**M2 wires**

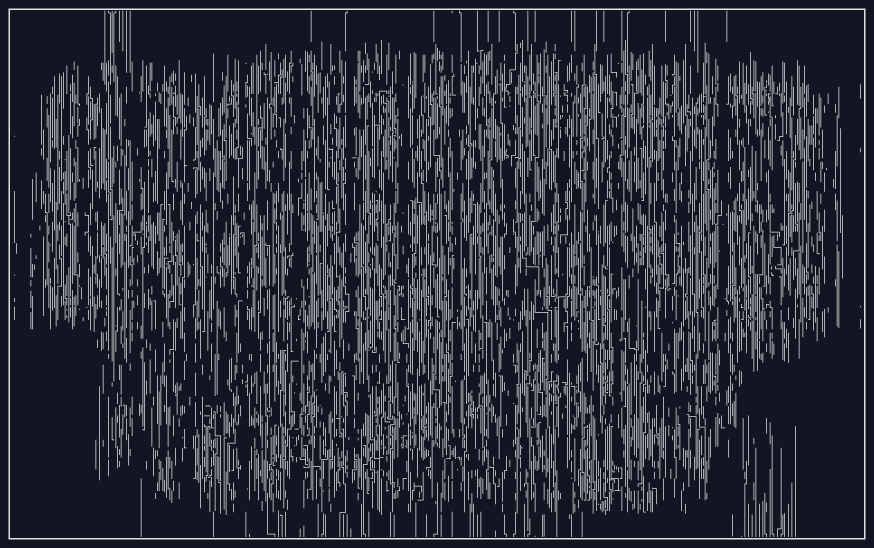
**Gate-type map**

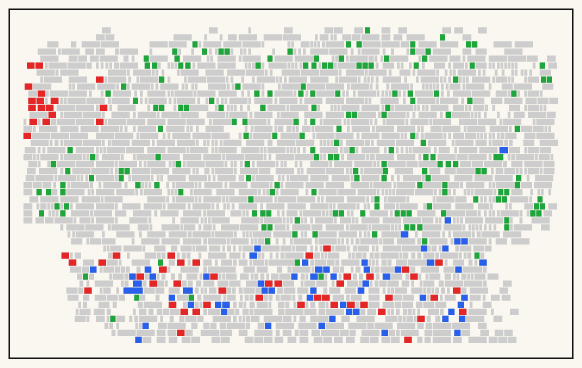
**Local utilization**

The die is cut into 22 by 13 equal tiles; white is low, dark blue is high, 0 to 100% covered.
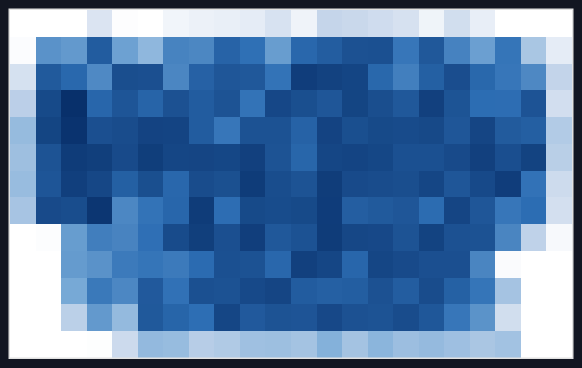
**Metal layers overlaid**

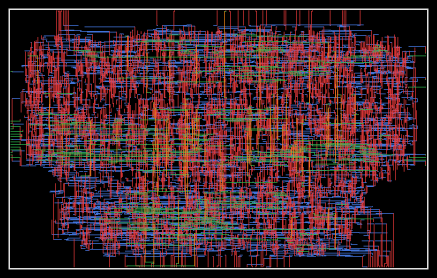
**Congestion heat map**

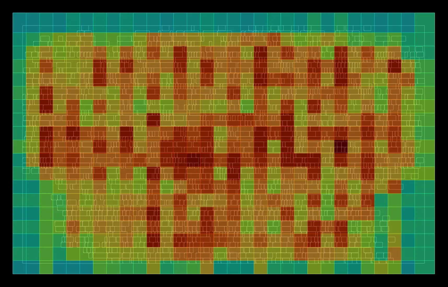
<file path="config.mk">
export PLATFORM = sky130hd
export DESIGN_NAME = fht_butterfly
export DESIGN_NICKNAME = d
export VERILOG_FILES = /design/src/rtl/fht_butterfly.sv
export SDC_FILE = /design/constraint.sdc
export NUM_CORES = 1
export LEC_CHECK = 0
export CORE_ASPECT_RATIO = 0.6
export CORE_MARGIN = 5
export CORE_UTILIZATION = 69
export CTS_BUF_LIST = sky130_fd_sc_hd__clkbuf_4 sky130_fd_sc_hd__clkbuf_8
export DETAILED_ROUTE_END_ITERATION = 6
export PLACE_DENSITY = 0.95
export SETUP_SLACK_MARGIN = 0.2
export SLEW_MARGIN = 0
export SYNTH_ARGS = -nofsm -noshare
export SYNTH_HDL_FRONTEND = slang
export SYNTH_SLANG_ARGS = --single-unit
</file>
<file path="constraint.sdc">
create_clock -name iCLK -period 20.9 [get_ports iCLK]
set_input_delay 6.27 -clock iCLK [delete_from_list [all_inputs] [get_ports iCLK]]
set_output_delay 6.27 -clock iCLK [all_outputs]
set_load 0.02 [all_outputs]
</file>
<file path="src/rtl/fht_butterfly.sv">
`default_nettype none
// ============================================================================
//  Module      : fht_butterfly
//  Description : Radix-2 Fast Hartley Transform butterfly. Rotates the pair
//                (x1, x2) by the twiddle (cos, sin), adds/subtracts the result
//                to/from x0, halves each output with round-half-up and
//                saturates to the data width. One-cycle registered latency,
//                one result per clock.
//  Revision    : 1.0 - initial release
// ============================================================================
module fht_butterfly #(
  parameter int D_BIT  = 17,
  parameter int W_BIT  = 12,
  parameter int W_HALF = 512
) (
  input  logic                    iCLK,
  input  logic                    iRESET,
  input  logic signed [D_BIT-1:0] iX_0,
  input  logic signed [D_BIT-1:0] iX_1,
  input  logic signed [D_BIT-1:0] iX_2,
  input  logic signed [W_BIT-1:0] iSIN,
  input  logic signed [W_BIT-1:0] iCOS,
  output logic signed [D_BIT-1:0] oY_0,
  output logic signed [D_BIT-1:0] oY_1
);

  // Twiddle unity is 2*W_HALF, so the product is rescaled by log2 of that.
  localparam int C_WS    = $clog2(2 * W_HALF);
  // Full-precision widths: rotated sum, rescaled term, and add/sub result
  // (one guard bit above the wider of x0 and t).
  localparam int C_P_BIT = D_BIT + W_BIT + 1;
  localparam int C_T_BIT = C_P_BIT - C_WS;
  localparam int C_S_BIT = ((C_T_BIT > D_BIT) ? C_T_BIT : D_BIT) + 1;

  // Output clamp limits expressed at the add/sub width.
  localparam logic signed [C_S_BIT-1:0] C_Y_MAX = C_S_BIT'((2 ** (D_BIT - 1)) - 1);
  localparam logic signed [C_S_BIT-1:0] C_Y_MIN = ~C_Y_MAX;

  logic signed [C_P_BIT-1:0] w_prod_c;
  logic signed [C_P_BIT-1:0] w_prod_s;
  logic signed [C_P_BIT-1:0] w_p;
  logic signed [C_P_BIT-1:0] w_p_rnd;
  logic signed [C_P_BIT-1:0] w_p_shift;
  logic signed [C_T_BIT-1:0] w_t;
  logic signed [C_S_BIT-1:0] w_s0;
  logic signed [C_S_BIT-1:0] w_s1;
  logic signed [C_S_BIT-1:0] w_h0;
  logic signed [C_S_BIT-1:0] w_h1;
  logic signed [D_BIT-1:0]   w_y0;
  logic signed [D_BIT-1:0]   w_y1;

  logic signed [D_BIT-1:0]   r_y0;
  logic signed [D_BIT-1:0]   r_y1;

  // Clamp a halved sum/difference into the signed data range.
  function automatic logic signed [D_BIT-1:0] sat(input logic signed [C_S_BIT-1:0] v);
    if (v > C_Y_MAX) begin
      sat = D_BIT'(C_Y_MAX);
    end else if (v < C_Y_MIN) begin
      sat = D_BIT'(C_Y_MIN);
    end else begin
      sat = D_BIT'(v);
    end
  endfunction

  // Rotation, rescale with round-half-up, add/sub, halve and saturate.
  always_comb begin
    // Operands are sign-extended to the product width before multiplying so
    // no partial result is ever truncated.
    w_prod_c  = C_P_BIT'(iX_1) * C_P_BIT'(iCOS);
    w_prod_s  = C_P_BIT'(iX_2) * C_P_BIT'(iSIN);
    w_p       = w_prod_c + w_prod_s;
    w_p_rnd   = w_p + C_P_BIT'(W_HALF);
    w_p_shift = w_p_rnd >>> C_WS;
    w_t       = C_T_BIT'(w_p_shift);
    w_s0      = C_S_BIT'(iX_0) + C_S_BIT'(w_t);
    w_s1      = C_S_BIT'(iX_0) - C_S_BIT'(w_t);
    w_h0      = (w_s0 + C_S_BIT'(1)) >>> 1;
    w_h1      = (w_s1 + C_S_BIT'(1)) >>> 1;
    w_y0      = sat(w_h0);
    w_y1      = sat(w_h1);
  end

  // Output register with synchronous active-low clear.
  always_ff @(posedge iCLK) begin
    if (!iRESET) begin
      r_y0 <= '0;
      r_y1 <= '0;
    end else begin
      r_y0 <= w_y0;
      r_y1 <= w_y1;
    end
  end

  assign oY_0 = r_y0;
  assign oY_1 = r_y1;

endmodule
`default_nettype wire

</file>
==> run notes <==
Physical design

The number of warnings reported in the stage logs is roughly 43. The achievable clock frequency stands at 0.0591 GHz. The worst hold path terminates at oY_1[0].

The layout has 5 clock buffers. The number of non-clock inverters in the layout stands at just under 500. The worst setup path is of the in2reg kind. The minimum clock period stands at roughly 17 ns.

For this design, Yosys synthesis ends with a cell count of 1944. The wire length on met1 stands at roughly 16000 um. The synthesis report names the predominant flop master as dfxtp_1.

The clock-pin slew reported for the worst setup and hold paths after clock tree synthesis stands at 0.09 ns. fa_1 takes more of the synthesized area than any other cell. The count of mapped cells out of synthesis stands at 1944. According to the floorplan report, the die width is about 220 um.

The via count of the first global-routing pass was approximately 15k. Counting tap cells, the placed design contains a total of approximately 2.3k instances. The launch point of the critical path was reported as iCOS[3]. The async set-or-reset flop fraction in the synthesized netlist stands at 0%. By instance count after routing, the leading logic cell types are 481 x inv_1, 435 x fa_1, 224 x nand2_1. The flow ran to the end, and the final reports show no timing, DRC or antenna violations.

By instance count after routing, the leading logic cell type is inv_1. The critical path ends at oY_0[0]. After layout, the buffer instance count without clock buffers stands at roughly 110.

The total number of nets in the final design stands at 2654. The post-CTS resize count stands at 0. Once layout is complete, the cells apart from fillers number 2318. Per STA, the library cell used most along the worst path is fa_1. The area of combinational cells with multiple inputs stands at 0.0150 mm2. The post-placement cell area stands at around 0.019 mm2. The data arrival time reported for the critical path is around 17 ns.

For this run, the slowest stage of the critical path takes approximately 1.1 ns.
About 'M2 wires':
nets with wire on the layer	2395
longest straight run	42.2 um
met2 usage: 52.8%
WL final: 43200 um
Via Count: 13.5k

About 'gate-type map':
colour	family	cells	most used
green	and/or cells	180	and2_1
red	xor and xnor cells	60	xnor2_1
blue	non-inverting ao/oa cells	58	a21o_1

About 'local utilization':
nearly empty tiles	10%
densest ninth of the die	centre
fullest tile	100%
floorplan utilization: 70.2%
CORE AREA: 0.0253 mm2
final core utilization: 75.6%

About 'metal layers overlaid':
colour	layer	wire length
orange	M4	1470 um
red	M2	21.5 mm
green	M3	3740 um
blue	M1	16500 um
Total Routing Usage GR: 30.8%
routed len/inst: 18.6 um

About 'congestion heat map':
met1 track demand over resource in global routing: 41.0%
fraction of met3 tracks used by global routing: 4.78%
most crowded layer after global routing: met2

cell families after synthesis:
logic type,count (synthesis),share of synthesized area (%)
buf+inv,557,11.8
mux,3,0.176
flops,34,3.83
fa+ha+maj,589,59.8
simple gates,514,14.2
xor+xnor,60,2.95
compound gates,187,7.27
registers in the layout (all words and copies together), names as in the netlist:
name  flops
oY_0     17
oY_1     17
synth_stat cells, drive strengths merged, types with 4 or more instances:
cell type	count
a21o	38
o31ai	11
a2111oi	4
xnor2	44
and2	173
nand2b	20
nand2	224
dfxtp	34
nor2	45
nor3	12
nor2b	11
nand3	12
o21a	8
a21boi	5
o21bai	11
o21ai	31
xor2	16
nand4	7
o22ai	4
inv	481
a21oi	49
fa	435
clkbuf	73
ha	154
